`src/rtl/score_counter.sv`:
```
// Running BCD score driven by game ticks, with a milestone pulse every 100 points.
// Define HIGH_SCORE_EN to build the best-score register and its update pulse.
module score_counter #(
  parameter int DIGITS          = 4,
  parameter int TICKS_PER_POINT = 8
) (
  input  logic                  clk,
  input  logic                  rst_n,
  input  logic [1:0]            game_tick,
  input  logic                  game_start_pulse,
  input  logic                  game_over_pulse,
  input  logic                  game_frozen,
  output logic [4*DIGITS-1:0]   score_bcd,
  output logic [4*DIGITS-1:0]   high_score_bcd,
  output logic                  milestone_pulse,
  output logic                  score_saturated,
  output logic                  new_high_score
);

  localparam int SW = 4 * DIGITS;
  localparam int PW = (TICKS_PER_POINT > 1) ? $clog2(TICKS_PER_POINT) : 1;
  localparam logic [PW-1:0] PRE_LAST  = PW'(TICKS_PER_POINT - 1);
  localparam logic [SW-1:0] ALL_NINES = {DIGITS{4'h9}};

  typedef enum logic [1:0] {IDLE, COUNTING, FROZEN} state_t;

  state_t          state_q, state_d;
  logic [PW-1:0]   prescaler_q, prescaler_d;
  logic [SW-1:0]   score_q, score_d;
  logic            milestone_q, milestone_d;
  logic            saturated_q, saturated_d;
  logic            countEn, overAccepted;
  logic            validTick, pointDone;
  logic            unusedTickHi;

  assign unusedTickHi = game_tick[1];

  function automatic logic [SW-1:0] bcdInc(input logic [SW-1:0] v);
    logic [SW-1:0] r;
    logic          carry;
    r     = v;
    carry = 1'b1;
    for (int i = 0; i < DIGITS; i++) begin
      if (carry) begin
        if (v[4*i +: 4] == 4'd9) begin
          r[4*i +: 4] = 4'd0;
        end else begin
          r[4*i +: 4] = v[4*i +: 4] + 4'd1;
          carry       = 1'b0;
        end
      end
    end
    return r;
  endfunction

  always_ff @(posedge clk or negedge rst_n) begin
    if (!rst_n) begin
      state_q <= IDLE;
    end else begin
      state_q <= state_d;
    end
  end

  // Start has priority over everything, including a simultaneous game over.
  always_comb begin
    state_d = state_q;
    if (game_start_pulse) begin
      state_d = COUNTING;
    end else if (overAccepted) begin
      state_d = FROZEN;
    end
  end

  always_comb begin
    countEn      = 1'b0;
    overAccepted = 1'b0;
    if (state_q == COUNTING && !game_start_pulse) begin
      countEn      = !game_over_pulse;
      overAccepted = game_over_pulse;
    end
  end

  assign validTick = countEn && game_tick[0] && !game_frozen;
  assign pointDone = validTick && (prescaler_q == PRE_LAST);

  // The prescaler keeps wrapping at saturation; only the score is held.
  always_comb begin
    prescaler_d = prescaler_q;
    score_d     = score_q;
    milestone_d = 1'b0;
    if (game_start_pulse) begin
      prescaler_d = '0;
      score_d     = '0;
    end else if (validTick) begin
      prescaler_d = pointDone ? '0 : prescaler_q + 1'b1;
      if (pointDone && !saturated_q) begin
        score_d     = bcdInc(score_q);
        milestone_d = (score_d[7:0] == 8'h00);
      end
    end
    saturated_d = (score_d == ALL_NINES);
  end

  always_ff @(posedge clk or negedge rst_n) begin
    if (!rst_n) begin
      prescaler_q <= '0;
      score_q     <= '0;
      milestone_q <= 1'b0;
      saturated_q <= 1'b0;
    end else begin
      prescaler_q <= prescaler_d;
      score_q     <= score_d;
      milestone_q <= milestone_d;
      saturated_q <= saturated_d;
    end
  end

  assign score_bcd       = score_q;
  assign milestone_pulse = milestone_q;
  assign score_saturated = saturated_q;

`ifdef HIGH_SCORE_EN
  logic [SW-1:0] highScore_q, highScore_d;
  logic          newHigh_q, newHigh_d;

  // Packed BCD with valid digits orders the same as plain unsigned compare.
  always_comb begin
    highScore_d = highScore_q;
    newHigh_d   = 1'b0;
    if (overAccepted && (score_q > highScore_q)) begin
      highScore_d = score_q;
      newHigh_d   = 1'b1;
    end
  end

  always_ff @(posedge clk or negedge rst_n) begin
    if (!rst_n) begin
      highScore_q <= '0;
      newHigh_q   <= 1'b0;
    end else begin
      highScore_q <= highScore_d;
      newHigh_q   <= newHigh_d;
    end
  end

  assign high_score_bcd = highScore_q;
  assign new_high_score = newHigh_q;
`else
  assign high_score_bcd = '0;
  assign new_high_score = 1'b0;
`endif

endmodule

```
`config.mk`:
```
export PLATFORM = sky130hd
export DESIGN_NAME = score_counter
export DESIGN_NICKNAME = d
export VERILOG_FILES = /design/src/rtl/score_counter.sv
export SDC_FILE = /design/constraint.sdc
export NUM_CORES = 1
export LEC_CHECK = 0
export CAP_MARGIN = 25
export CORE_MARGIN = 5
export CORE_UTILIZATION = 35
export DETAILED_ROUTE_END_ITERATION = 16
export HOLD_SLACK_MARGIN = 0.08
export PLACE_DENSITY = 0.71
export RECOVER_POWER = 100
export SETUP_SLACK_MARGIN = 0.2
export SYNTH_ARGS = -nofsm -noshare
export SYNTH_HDL_FRONTEND = slang
export SYNTH_SLANG_ARGS = --single-unit
```
`constraint.sdc`:
```
create_clock -name clk -period 2.7 [get_ports clk]
set_input_delay 0.675 -clock clk [delete_from_list [all_inputs] [get_ports clk]]
set_output_delay 0.675 -clock clk [all_outputs]
set_load 0.01 [all_outputs]
```
==> flow_summary.toml <==
# flow metrics
[routing]
antenna_left = 0
drc = 0
routedWlPerCell_um = 13.70
drtIter0Drc = 64

[sta]
worst_slew_pin_slew_ns = 1.330
hold_viol = 0
rsz0062_at_grt = "no"
finalClockPeriodUsage_pct = 90.83
setup_viol = 0
max_slew_margin_pct = 11.30
skew_ns = 0.01021
period_needed_ns = 2.452

[cts]
root_buffer = "clkbuf_8"
cts_setup_buffers = 2
htree_levels = 1
clk_pin_slew_ns = 0.08
cts_tree = "done"
clk_latency_ns = 0.28
cts_resized = 12
cts_buffers = 3

[final_layout]
logic_area_sq_um = 935.9
area_growth_pct = 28.13
fillers = 438
sh_seq_area_pct = 28.86
nNetsFinal = 228
comb_share_pct = 46.93
flop_area_sq_um = 575.6
n_all_inverters = 5
flops = 23

[power_and_ir_drop]
p_clk_uw = 223
pwr-share-comb_pct = 7.5
maxPowerGroup = "sequential cells"
powerComb_uw = 46.7
p_per_area_mw_per_mm2 = 310.8
switching_power_uw = 155.1
peakVddDrop_mv = 0.1639
p_seq_uw = 350
fin_total_pwr_uw = 619.9
clock_power_share_pct = 36.0
leakagePower_nw = 0.9128

[critical_path]
critPathLaunchType = "input pin"
worst_ep_required_time_ns = 2.87
r2r_end = "score_saturated$_DFF_PN0_"
cp_num_buf_inv = 3
cp.arrival_ns = 2.62
max_stage_delay_ns = 0.36
r2r_slack_ns = 0.38
path_depth = 9
rr_worst_depth = 8
reg2reg_from = "score_bcd[9]$_DFF_PN0_"

[place]
gp_congestion = 0.7965
hpwlAfterDp_um = 2652
port_buffers = 23

[status]
outcome = "finished clean"

[synthesis]
topCellsByArea = "dfrtp_1 (37%), buf_4 (8.2%), ha_1 (6.4%)"
mux_share_pct = 2.572
top_area_cell = "dfrtp_1"
yosysUniqueCellTypes = 47
syn_area_sq_mm = 0.001556
top_area_share_pct = 36.98
logic_family = "simple AND/OR/NAND/NOR gates"
ys_sh_aoi_pct = 11.41
fa_ha_area_share_pct = 6.431
ys_cells = 169
edf_count = 0
avgSynthCellArea_sq_um = 9.210
xor_share_pct = 2.251
ys_ff = 23
async_flop_share_pct = 100.0
ys_chip_area_sq_mm = 0.001556

[die]
fp_util_pct = 36.00
coreArea_sq_mm = 0.004324
die_height_um = 76.69
rows = 24
taps = 52
die_w_um = 76.69

[global_route]
grt_pass1_wl_um = 6099
track_usage_pct = 12.57
grt_remaining_overflow = 0
antenna_found_initial = 0

[hold_path]
hold_end = "prescaler_q[0]$_DFFE_PN0P_"
min-delay-start = "prescaler_q[0]$_DFFE_PN0P_"
==> sequential cells by signal (all words and copies together) (netlist names) <==
| signal | flops |
|---|---|
| score_saturated | 1 |
| prescaler_q | 3 |
| score_bcd | 16 |
| state_q | 2 |
| milestone_pulse | 1 |
==> cell usage in the layout, fill, tap and decap left out, types with 3 or more instances in the layout <==
| cell type | Yosys | final |
|---|---|---|
| nand2_1 | 13 | 13 |
| xor2_1 | 3 | 3 |
| nand4b_1 | 3 | 3 |
| conb_1 | 1 | 17 |
| o21ai_0 | 8 | 8 |
| clkbuf_1 | 1 | 5 |
| nand3b_1 | 3 | 3 |
| dfrtp_1 | 23 | 23 |
| nor2_1 | 22 | 22 |
| ha_1 | 8 | 8 |
| dlygate4sd3_1 | 0 | 19 |
| clkbuf_8 | 0 | 3 |
| mux2i_1 | 4 | 4 |
| clkbuf_4 | 0 | 5 |
| dlygate4sd2_1 | 0 | 3 |
| nand2b_1 | 3 | 3 |
| a21oi_1 | 8 | 7 |
| and2_1 | 3 | 3 |
| buf_4 | 17 | 9 |
| inv_1 | 5 | 5 |
| nor2b_1 | 3 | 3 |
==> through the flow <==
step / area, sq um / hold slack, ns / TNS, ns / std cells / setup WS (ns)
2_1_floorplan: 1617 / 0.3794 / 0 / 185 / 0.3998
3_3_place_gp: 1889 / 0.4855 / -0.2237 / 256 / -0.2237
3_5_place_dp: 1889 / 0.5046 / -0.2128 / 256 / -0.1881
4_1_cts: 1988 / 0.5195 / 0 / 262 / 0.2078
5_1_grt: 1994 / 0.5295 / 0 / 264 / 0.1171
6_report: 1994 / 0.5172 / 0 / 264 / 0.2476
==> metal layers <==
layer	routed length, um	vias to the layer above	track usage [%]
met5	0	-	0
met4	78	0	5.594
met3	198	7	3.513
met2	1746	32	21.31
met1	1593	635	14.62
li1	-	657	-
### Track usage over the die

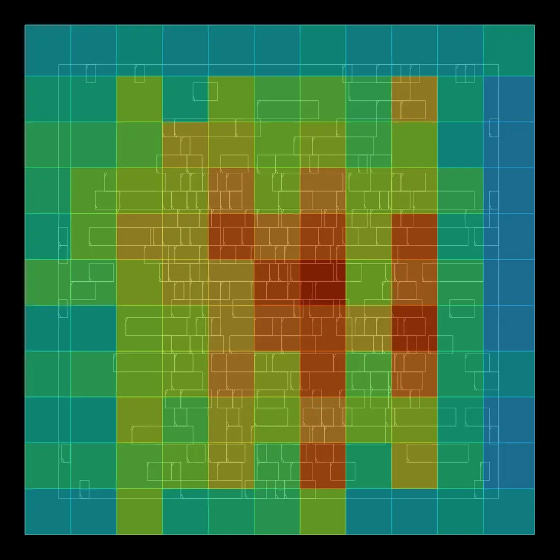
busiest layer in global routing: met2
met1 global-route usage: 14.62%
met2 usage: 21.31%
Final Core Density: 46.12%

### M1 wires

(8 px per um) Supply wires on this layer in grey. Cells faint in the background.
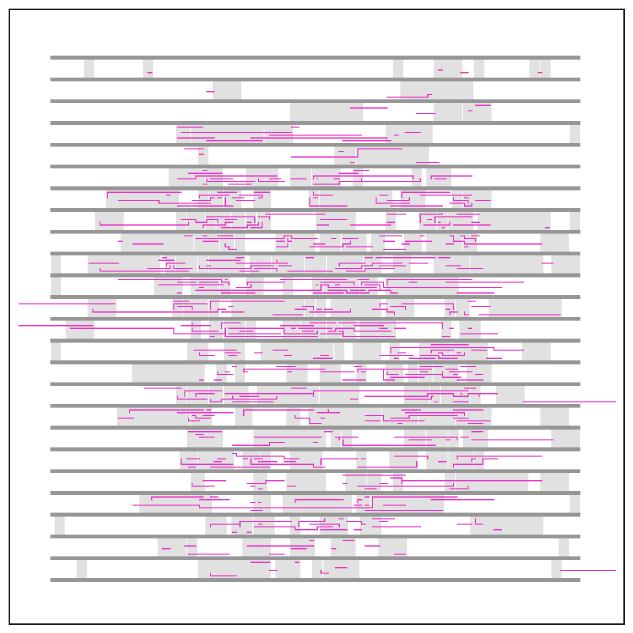
The layer carries 1,590 um of wire. 185 nets have wire on it.
DR vias: 1,331
Total Wirelength: 3617 um

Power and IR drop assume default switching activity.
